### src/rtl/gbm_pkg.sv
// Shared types and helpers for the grant/burst mux.
// FSM state encoding and counter width helper.
package gbm_pkg;

    typedef enum logic [1:0] {
        ST_IDLE    = 2'd0,
        ST_OWN0    = 2'd1,
        ST_OWN1    = 2'd2,
        ST_RELEASE = 2'd3
    } state_t;

    function automatic int cnt_w(input int max_burst);
        return $clog2(max_burst + 1);
    endfunction

endpackage

### src/rtl/gnt_burst_mux_if.sv
// Bus bundle for gnt_burst_mux: two clients, arbiter req/gnt,
// shared output stream and error pulse.
interface gnt_burst_mux_if #(
    parameter int DATA_W = 8
);
    logic              cli0_req;
    logic              cli0_valid;
    logic [DATA_W-1:0] cli0_data;
    logic              cli0_last;
    logic              cli0_ready;
    logic              cli1_req;
    logic              cli1_valid;
    logic [DATA_W-1:0] cli1_data;
    logic              cli1_last;
    logic              cli1_ready;
    logic              req_0;
    logic              req_1;
    logic              gnt_0;
    logic              gnt_1;
    logic              out_valid;
    logic [DATA_W-1:0] out_data;
    logic              out_last;
    logic              out_src;
    logic              out_ready;
    logic              err;

    modport slave (
        input  cli0_req, cli0_valid, cli0_data, cli0_last,
        input  cli1_req, cli1_valid, cli1_data, cli1_last,
        input  gnt_0, gnt_1, out_ready,
        output cli0_ready, cli1_ready, req_0, req_1,
        output out_valid, out_data, out_last, out_src, err
    );

    modport master (
        output cli0_req, cli0_valid, cli0_data, cli0_last,
        output cli1_req, cli1_valid, cli1_data, cli1_last,
        output gnt_0, gnt_1, out_ready,
        input  cli0_ready, cli1_ready, req_0, req_1,
        input  out_valid, out_data, out_last, out_src, err
    );

endinterface

### src/rtl/gbm_beat_counter.sv
// Clearable up-counter with terminal-count flag; saturates at TC.
// Used for beat counting and the optional idle timeout.
module gbm_beat_counter #(
    parameter int W  = 3,
    parameter int TC = 3
) (
    input  logic clk,
    input  logic nreset,
    input  logic clr,
    input  logic inc,
    output logic tc
);

    localparam logic [W-1:0] TCV = W'(TC);

    logic [W-1:0] cnt;

    always_ff @(posedge clk) begin
        if (!nreset) begin
            cnt <= '0;
        end else if (clr) begin
            cnt <= '0;
        end else if (inc && !tc) begin
            cnt <= cnt + 1'b1;
        end
    end

    assign tc = (cnt == TCV);

endmodule

### src/rtl/gnt_burst_mux.sv
// Routes the granted client's burst onto one shared stream, then releases the arbiter.
// Optional idle-timeout abort enabled by defining GBM_TIMEOUT_EN.
module gnt_burst_mux
    import gbm_pkg::*;
#(
    parameter int DATA_W    = 8,
    parameter int MAX_BURST = 4,
    parameter int TIMEOUT   = 16
) (
    input logic            clk,
    input logic            nreset,
    gnt_burst_mux_if.slave bus
);

    localparam int CW = cnt_w(MAX_BURST);

    if (MAX_BURST < 1 || TIMEOUT < 1) begin : g_bad_param
        $error("gnt_burst_mux: MAX_BURST and TIMEOUT must be >= 1");
    end

    state_t            state;
    logic              err_q;
    logic              own0, own1, own, idle;
    logic              sel_valid, sel_last;
    logic [DATA_W-1:0] mux_data;
    logic              accept, last, done, tmo, dbl;
    logic              beat_tc;

    assign own0 = (state == ST_OWN0);
    assign own1 = (state == ST_OWN1);
    assign own  = own0 | own1;
    assign idle = (state == ST_IDLE);

    always_comb begin
        mux_data  = '0;
        sel_valid = 1'b0;
        sel_last  = 1'b0;
        unique case (1'b1)
            own0: begin
                mux_data  = bus.cli0_data;
                sel_valid = bus.cli0_valid;
                sel_last  = bus.cli0_last;
            end
            own1: begin
                mux_data  = bus.cli1_data;
                sel_valid = bus.cli1_valid;
                sel_last  = bus.cli1_last;
            end
            default: ;
        endcase
    end

    assign accept = sel_valid & bus.out_ready;
    assign last   = sel_last | beat_tc;
    assign done   = accept & last;
    assign dbl    = idle & bus.gnt_0 & bus.gnt_1;

    gbm_beat_counter #(
        .W  (CW),
        .TC (MAX_BURST - 1)
    ) u_beat (
        .clk    (clk),
        .nreset (nreset),
        .clr    (~own | done | tmo),
        .inc    (accept & ~last),
        .tc     (beat_tc)
    );

`ifdef GBM_TIMEOUT_EN
    localparam int IW = $clog2(TIMEOUT + 1);

    logic idle_tc;

    gbm_beat_counter #(
        .W  (IW),
        .TC (TIMEOUT - 1)
    ) u_idle (
        .clk    (clk),
        .nreset (nreset),
        .clr    (~own | accept),
        .inc    (own & ~accept),
        .tc     (idle_tc)
    );

    // tc on a beatless cycle means TIMEOUT consecutive idle cycles
    assign tmo = own & ~accept & idle_tc;
`else
    assign tmo = 1'b0;
`endif

    always_ff @(posedge clk) begin
        if (!nreset) begin
            state <= ST_IDLE;
            err_q <= 1'b0;
        end else begin
            err_q <= dbl | tmo;
            unique case (state)
                ST_IDLE: begin
                    if (bus.gnt_0) begin
                        state <= ST_OWN0;
                    end else if (bus.gnt_1) begin
                        state <= ST_OWN1;
                    end
                end
                ST_OWN0, ST_OWN1: begin
                    if (done | tmo) begin
                        state <= ST_RELEASE;
                    end
                end
                default: state <= ST_IDLE;
            endcase
        end
    end

    // outputs forced low while reset is asserted
    assign bus.req_0      = nreset & (own0 | (idle & bus.cli0_req));
    assign bus.req_1      = nreset & (own1 | (idle & bus.cli1_req));
    assign bus.out_valid  = nreset & sel_valid;
    assign bus.out_data   = nreset ? mux_data : '0;
    assign bus.out_last   = nreset & own & last;
    assign bus.out_src    = nreset & own1;
    assign bus.cli0_ready = nreset & own0 & bus.out_ready;
    assign bus.cli1_ready = nreset & own1 & bus.out_ready;
    assign bus.err        = nreset & err_q;

endmodule

### src/flat_wrapper.sv
// flat-port wrapper written by rule: the top's interface ports become plain ports
module gnt_burst_mux_flat import gbm_pkg::*;
#(
    parameter int DATA_W    = 8,
    parameter int MAX_BURST = 4,
    parameter int TIMEOUT   = 16
)
  (clk, nreset, bus_cli0_req, bus_cli0_valid, bus_cli0_data, bus_cli0_last, bus_cli1_req, bus_cli1_valid, bus_cli1_data, bus_cli1_last, bus_gnt_0, bus_gnt_1, bus_out_ready, bus_cli0_ready, bus_cli1_ready, bus_req_0, bus_req_1, bus_out_valid, bus_out_data, bus_out_last, bus_out_src, bus_err);
  gnt_burst_mux_if #(.DATA_W(DATA_W)) bus_i ();
  input logic clk;
  input logic nreset;
  input wire logic [$bits(bus_i.cli0_req)-1:0] bus_cli0_req;
  input wire logic [$bits(bus_i.cli0_valid)-1:0] bus_cli0_valid;
  input wire logic [$bits(bus_i.cli0_data)-1:0] bus_cli0_data;
  input wire logic [$bits(bus_i.cli0_last)-1:0] bus_cli0_last;
  input wire logic [$bits(bus_i.cli1_req)-1:0] bus_cli1_req;
  input wire logic [$bits(bus_i.cli1_valid)-1:0] bus_cli1_valid;
  input wire logic [$bits(bus_i.cli1_data)-1:0] bus_cli1_data;
  input wire logic [$bits(bus_i.cli1_last)-1:0] bus_cli1_last;
  input wire logic [$bits(bus_i.gnt_0)-1:0] bus_gnt_0;
  input wire logic [$bits(bus_i.gnt_1)-1:0] bus_gnt_1;
  input wire logic [$bits(bus_i.out_ready)-1:0] bus_out_ready;
  output wire logic [$bits(bus_i.cli0_ready)-1:0] bus_cli0_ready;
  output wire logic [$bits(bus_i.cli1_ready)-1:0] bus_cli1_ready;
  output wire logic [$bits(bus_i.req_0)-1:0] bus_req_0;
  output wire logic [$bits(bus_i.req_1)-1:0] bus_req_1;
  output wire logic [$bits(bus_i.out_valid)-1:0] bus_out_valid;
  output wire logic [$bits(bus_i.out_data)-1:0] bus_out_data;
  output wire logic [$bits(bus_i.out_last)-1:0] bus_out_last;
  output wire logic [$bits(bus_i.out_src)-1:0] bus_out_src;
  output wire logic [$bits(bus_i.err)-1:0] bus_err;
  assign bus_i.cli0_req = bus_cli0_req;
  assign bus_i.cli0_valid = bus_cli0_valid;
  assign bus_i.cli0_data = bus_cli0_data;
  assign bus_i.cli0_last = bus_cli0_last;
  assign bus_i.cli1_req = bus_cli1_req;
  assign bus_i.cli1_valid = bus_cli1_valid;
  assign bus_i.cli1_data = bus_cli1_data;
  assign bus_i.cli1_last = bus_cli1_last;
  assign bus_i.gnt_0 = bus_gnt_0;
  assign bus_i.gnt_1 = bus_gnt_1;
  assign bus_i.out_ready = bus_out_ready;
  assign bus_cli0_ready = bus_i.cli0_ready;
  assign bus_cli1_ready = bus_i.cli1_ready;
  assign bus_req_0 = bus_i.req_0;
  assign bus_req_1 = bus_i.req_1;
  assign bus_out_valid = bus_i.out_valid;
  assign bus_out_data = bus_i.out_data;
  assign bus_out_last = bus_i.out_last;
  assign bus_out_src = bus_i.out_src;
  assign bus_err = bus_i.err;
  gnt_burst_mux #(.DATA_W(DATA_W), .MAX_BURST(MAX_BURST), .TIMEOUT(TIMEOUT)) u_core (.clk(clk), .nreset(nreset), .bus(bus_i));
endmodule
### config.mk
export PLATFORM = sky130hd
export DESIGN_NAME = gnt_burst_mux_flat
export DESIGN_NICKNAME = d
export VERILOG_FILES = /design/src/rtl/gbm_pkg.sv /design/src/rtl/gnt_burst_mux_if.sv /design/src/rtl/gbm_beat_counter.sv /design/src/rtl/gnt_burst_mux.sv /design/src/flat_wrapper.sv
export SDC_FILE = /design/constraint.sdc
export NUM_CORES = 1
export LEC_CHECK = 0
export ABC_AREA = 1
export CAP_MARGIN = 20
export CORE_MARGIN = 5
export CORE_UTILIZATION = 36
export CTS_CLUSTER_DIAMETER = 100
export DETAILED_ROUTE_END_ITERATION = 10
export PLACE_DENSITY = 0.84
export SLEW_MARGIN = 20
export SYNTH_ARGS = -nofsm -noshare
export SYNTH_HDL_FRONTEND = slang
export SYNTH_SLANG_ARGS = --single-unit
### constraint.sdc
create_clock -name clk -period 2.8 [get_ports clk]
set_input_delay 0.42 -clock clk [delete_from_list [all_inputs] [get_ports clk]]
set_output_delay 0.42 -clock clk [all_outputs]
set_load 0.02 [all_outputs]
run_1/clock_nets.png
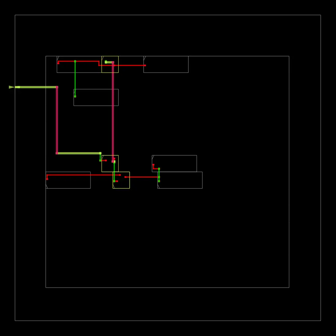
TritonCTS Buffers: 3
CLK BUF: 3
Fin Clk Skew: 2.87 ps
flop count: 6
clk sinks: 6

run_1/clock_wires.png
Bar = 20 um.
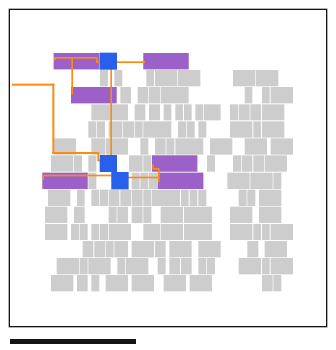
legend:
  clock-net drivers:
    colour: blue
    count: 3
  clock wires:
    colour: orange
    length: 91.7 um
  flip-flops:
    colour: purple
    count: 6
routed clock nets: 4
power in the clock group: 78.1 uW
Insertion Delay late pin: 240 ps
clock power share: 0.120

run_1/m3.png
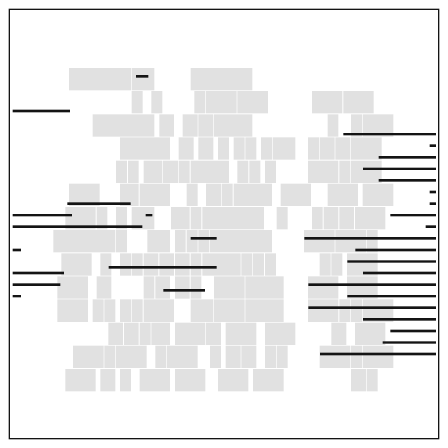
main direction: horizontal
longest straight run: 15.2 um
via count: 768
routed wire length: 1.90 mm
GR met3 Demand/Resource: 0.0503

run_1/layers.png
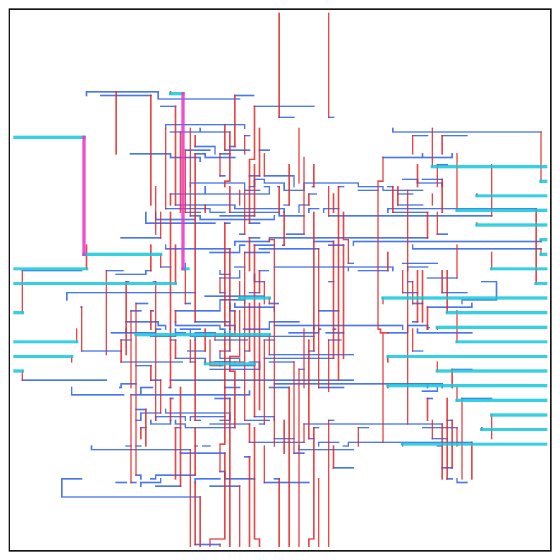
legend:
  M3:
    colour: cyan
    wire_length: 222 um
  M4:
    colour: magenta
    wire_length: 27.2 um
  M1:
    colour: blue
    wire_length: 770 um
  M2:
    colour: red
    wire_length: 876 um

==> flow_metrics.tcl, run 1 <==
# flow metrics
set metrics [dict create \
    cts_tree "built" \
    antenna_cells 0 \
    post-place-cells 157 \
    drc 0 \
    cts_hold_buf 0 \
    dp_hpwl_mm 1.57 \
    ys_cells 100 \
    power_density_nw_per_um2 623 \
    worstMarginPinSlew_ps 398 \
    die-area_um2 2530 \
    ys_seq_frac 0.206 \
    clockBufferDepth 2 \
    cts_root_buf "clkbuf_4" \
    row_count 14 \
    top_cells_by_area "nand2_1 (22%), dfxtp_1 (21%), ha_1 (13%), a21oi_1 (11%), inv_1 (9.0%)" \
    syn_inst 100 \
    place.gp.congestion 0.786 \
    htree_levels 1 \
    layout_setup_ws_ps 223 \
    max_stage_delay_ps 630 \
    yosys-top-cells-count "nand2_1 (34), inv_1 (14), a21oi_1 (13), nor2_1 (7)" \
    total_power_uw 652 \
    worst_ir_drop_vdd_v 0.000505 \
    synth.most_common_cell "nand2_1" \
    core-area_um2 1520 \
    rsz0062_at_grt "no" \
    area_growth_pct 79.0 \
    avgViaCountPerCell 4.80 \
    fin_setup_tns_ps 0 \
    grt_start_max_net_pins 12 \
    antenna_found_initial 0 \
    warnings 29 \
    crit_chain "inv_1 -> ha_1 -> nand2_2 -> a21oi_1 -> clkdlybuf4s50_1" \
    ys_warn_count 0 \
    async_flop_share 0 \
    die_h_um 50.3 \
    flop_cell "dfxtp_1" \
    ys_types 15 \
    fillers 134 \
    synth_area_leader_cell "nand2_1" \
    status "completed" \
    path_class "reg2out" \
    cts-resized-gates 0 \
    yosysTopAreaCellShare 0.218 \
    io_pins 43 \
    relSlewSlack 0.735 \
    port_buffers 42 \
    grt_pass1_vias 705 \
    post-route-util 0.686 \
    wire_per_inst_um 11.8 \
    finalCritPeriodShare 0.920 \
    hold_viol_final 0 \
    track_usage 0.154 \
    period_needed_ps 2580 \
    start_kind "flop" \
    synth_nets 133 \
    path_clk_slew_ps 50 \
    initial_core_util 0.383 \
    finalNonFillerCells 160 \
    synth_chip_area_um2 584 \
    crit_path_top_delay_cell "clkdlybuf4s50_1" \
    synth_area_um2 584 \
    required_ps 2380 \
    max_freq_mhz 388 \
    overflow 0 \
    finalNetCount 179 \
    hold_path_class "reg2reg" \
    cp-end-kind "output port" \
    ant_nets 0 \
    die_w_um 50.3 \
    cp_max_fo 10 \
]
-- run 1: cell usage in the layout, fill, tap and decap left out --
| master | n |
|---|---|
| clkdlybuf4s50_1 | 42 |
| nand2_1 | 33 |
| inv_1 | 14 |
| a21oi_1 | 13 |
| nor2_1 | 7 |
| ha_1 | 6 |
| dfxtp_1 | 6 |
| nand3_1 | 5 |
| nor3_1 | 4 |
| nand2_2 | 3 |
| o21ai_0 | 3 |
| clkbuf_4 | 3 |
| buf_4 | 2 |
| a21oi_4 | 1 |
| inv_2 | 1 |
| or2_0 | 1 |
-- run 1: metrics by stage --
step	hold WS [ps]	cell area (um^2)
floorplan	456	584
global placement	470	1020
detailed placement	486	1020
CTS	493	1040
global route	501	1050
finish	492	1050
-- run 1: registers in the layout, indices dropped and copies added (netlist names) --
register,count
u_core.err_q,1
u_core.state,2
u_core.u_beat.cnt,3
-- run 1: cell families after synthesis --
group,synth area share
AND/OR/NAND/NOR,0.373
buffers and inverters,0.128
flip-flops,0.206
AND-OR/OR-AND,0.165
adder cells (fa/ha/maj),0.128
-- run 1: routing by layer --
metal  up-vias  track usage  routed length (um)
met5         -            0                   0
met4         0       0.0655                  27
met3         4       0.0503                 222
met2        35        0.264                 875
met1       329        0.173                 770
li1        400            -                   -
-- run 1: cell type report --
cell class / instances / area [um^2] / share of cell area
inverter: 15 / 56.3 / 0.0538
timing repair buffer: 44 / 435 / 0.416
clock buffer: 3 / 22.5 / 0.0215
sequential: 6 / 120 / 0.115
multi-input combinational: 76 / 392 / 0.374
tap: 16 / 20.0 / 0.0191
-- run 1: final timing paths --
check	from	to	slack [ps]	depth (start not counted)
setup reg to reg	u_core.state[0]	u_core.state[1]	1070	9
hold / removal	u_core.u_beat.cnt[0]	u_core.u_beat.cnt[0]	490	2
setup / recovery	u_core.state[0]	bus_out_data[7]	220	5
hold reg to reg	u_core.u_beat.cnt[0]	u_core.u_beat.cnt[0]	490	2
-- run 1: power by group --
group          switching (uW)  internal (uW)  total (uW)
Clock                    29.8           48.4        78.1
Sequential               15.0            101         117
Combinational             266            191         457
Total                     311            341         652
-- run 1: critical path: cells and delay by family (launching register included) --
kind	cells	cell delay, ps
adders and majority gates	1	440
AOI/OAI and AO/OA	1	180
buffers and inverters	2	720
and+or+nand+nor	1	190
DFF	1	380
==> run 1 -> run 2 <==
Settings changed: ABC_AREA 1 to 0, CORE_UTILIZATION 36 to 35.
run_2/m3.png
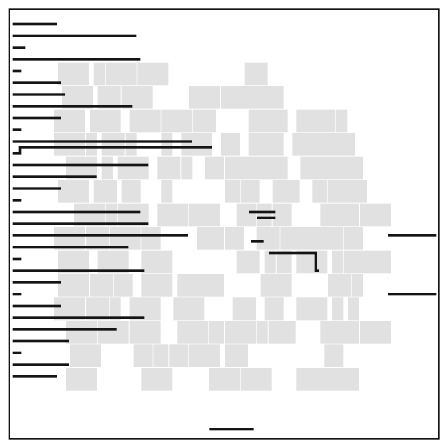
wire length on this layer: 304 um
main direction: horizontal
nets with wire on the layer: 37
share of all routed wire: 16%
routed wire length: 1.89 mm
GR met3 Demand/Resource: 0.108

run_2/route_heat.png
Bar = 10 um. 10 x 10 tiles, from white (low) to dark blue (high), scaled to the fullest tile. Values are wire area over tile area, all layers added.
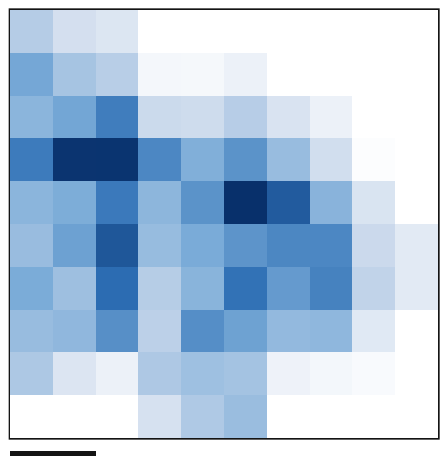
mean over tiles: 0.14
fullest tile: 0.44
emptiest ninth of the die: top right
nearly empty tiles: 25%
tiles over half the peak: 24%
WL/cell: 14.8 um
total global-route track usage: 0.168
via count: 691

==> flow_metrics.tcl, run 2 <==
# flow metrics
set metrics [dict create \
    antenna_found_initial 0 \
    yosys.area_share.simple 0.269 \
    cp_num_buf_inv 2 \
    skew_ps 4.15 \
    finalNetCount 147 \
    rr_endpoint "u_core.u_beat.cnt[0]" \
    cts_tree "built" \
    relSlewSlack 0.703 \
    max_freq_mhz 390 \
    ys_types 27 \
    synth_area_leader_cell "dfxtp_1" \
    max_stage_delay_ps 610 \
    die-area_um2 2460 \
    yosysTopAreaCellShare 0.219 \
    grt_start_max_net_pins 14 \
    crit_family "buffers and inverters" \
    hold_viol_final 0 \
    ys_seq_frac 0.219 \
    rsz0062_at_grt "no" \
    antenna_cells 0 \
    holdPathStages 2 \
    post-route-util 0.674 \
    fin_setup_tns_ps 0 \
    cts_sinks 6 \
    numCtsBuffers 3 \
    status "completed" \
    syn_inst 71 \
    required_ps 2380 \
    synthAoiAreaFrac 0.253 \
    cp-end-kind "output port" \
    synthXorXnorAreaFrac 0 \
    path_class "reg2out" \
    flop_cell "dfxtp_1" \
    cts-resized-gates 0 \
    core-area_um2 1490 \
    hold_path_startpoint "u_core.u_beat.cnt[2]" \
    cts_hold_buf 0 \
    clockBufferDepth 2 \
    top_register "u_core.u_beat.cnt" \
    post-place-cells 125 \
    htree_levels 1 \
    r2r_start "u_core.state[1]" \
    drc 0 \
    area_growth_pct 83.1 \
    hold_path_class "reg2reg" \
    start_kind "flop" \
    period_needed_ps 2570 \
    cts_root_buf "clkbuf_4" \
    die_h_um 49.6 \
    synth_nets 104 \
    io_pins 43 \
    reg_top3 "u_core.u_beat.cnt (3), u_core.state (2), u_core.err_q (1)" \
    cp_max_fo 12 \
    warnings 29 \
    async_flop_share 0 \
    ys_top_logic_family "simple AND/OR/NAND/NOR gates" \
    place.gp.congestion 0.851 \
    largest_register_ffs 3 \
    hold_end "u_core.u_beat.cnt[2]" \
    synth_chip_area_um2 548 \
    ys_warn_count 0 \
    worstMarginPinSlew_ps 445 \
    clock_latency_ps 250 \
    lay_top_cells "clkdlybuf4s50_1 (42), nor2_1 (9), a22oi_1 (8)" \
    finalNonFillerCells 128 \
    ant_nets 0 \
    yosys-top-cells-count "nor2_1 (9), a22oi_1 (8), dfxtp_1 (6), ha_1 (6), nor2b_1 (5)" \
    die_w_um 49.6 \
    r2r_setup_slack_ps 950 \
    row_count 14 \
    synth-adder-area-share 0.137 \
    grt_pass1_vias 737 \
    path_clk_slew_ps 50 \
]
[run 2: cell count changes after synthesis, moves of 3 or more]
cell	change
a21oi_1	-11
a22oi_1	+8
and3_1	+3
inv_1	-10
nand2_1	-30
nor2b_1	+5
nor3_1	-4
[run 2: cell families (layout without fill, tap and decap cells)]
group	Yosys count	in the layout
compound gates	18	18
fa+ha+maj	6	6
buf+inv	9	50
flops	6	6
mux	3	3
simple gates	29	29
[run 2: per-stage QoR]
stage / hold slack [ps] / area, um^2 / power, uW
after global placement: 481 / 976 / 441
after global routing: 520 / 1000 / 582
after detailed placement: 486 / 976 / 451
after CTS: 492 / 998 / 540
final: 498 / 1000 / 541
after floorplan: 461 / 548 / 329
[run 2: layout make-up]
type | count | area (um^2)
Multi-Input combinational cell | 56 | 398
Inverter | 4 | 15.0
Fill cell | 132 | 485
Timing Repair Buffer | 43 | 428
Sequential cell | 6 | 120
Tap cell | 16 | 20.0
Clock buffer | 3 | 22.5
[run 2: how the worst max path moves through the flow]
stage                         start               to  depth (start not counted)
floorplan           u_core.state[0]  bus_out_data[0]                          6
global placement             nreset  bus_out_data[2]                          4
detailed placement  u_core.state[0]  bus_out_data[2]                          5
CTS                 u_core.state[0]  bus_out_data[2]                          5
global route        u_core.state[0]    bus_out_valid                          5
finish              u_core.state[1]    bus_out_valid                          5
[run 2: where the power goes]
part,total (uW),internal [uW],switching (uW)
Sequential,107,97.1,9.74
Clock,82.9,48.7,34.2
Combinational,351,169,182
[run 2: worst register-to-register path: cells and delay by family, from the launching register on]
kind | cells | cell delay [ps]
multiplexers | 1 | 300
flip-flops | 1 | 380
AND/OR/NAND/NOR | 2 | 260
AND-OR/OR-AND | 1 | 410
adder cells (fa/ha/maj) | 1 | 340
buffers and inverters | 1 | 80
[run 2: routing by layer]
| layer | vias up | track usage | wire [um] |
|---|---|---|---|
| met1 | 308 | 0.166 | 661 |
| met4 | 0 | 0.0917 | 21 |
| li1 | 340 | - | - |
| met3 | 2 | 0.108 | 303 |
| met5 | - | 0 | 0 |
| met2 | 41 | 0.265 | 905 |
Power and IR drop assume default switching activity.
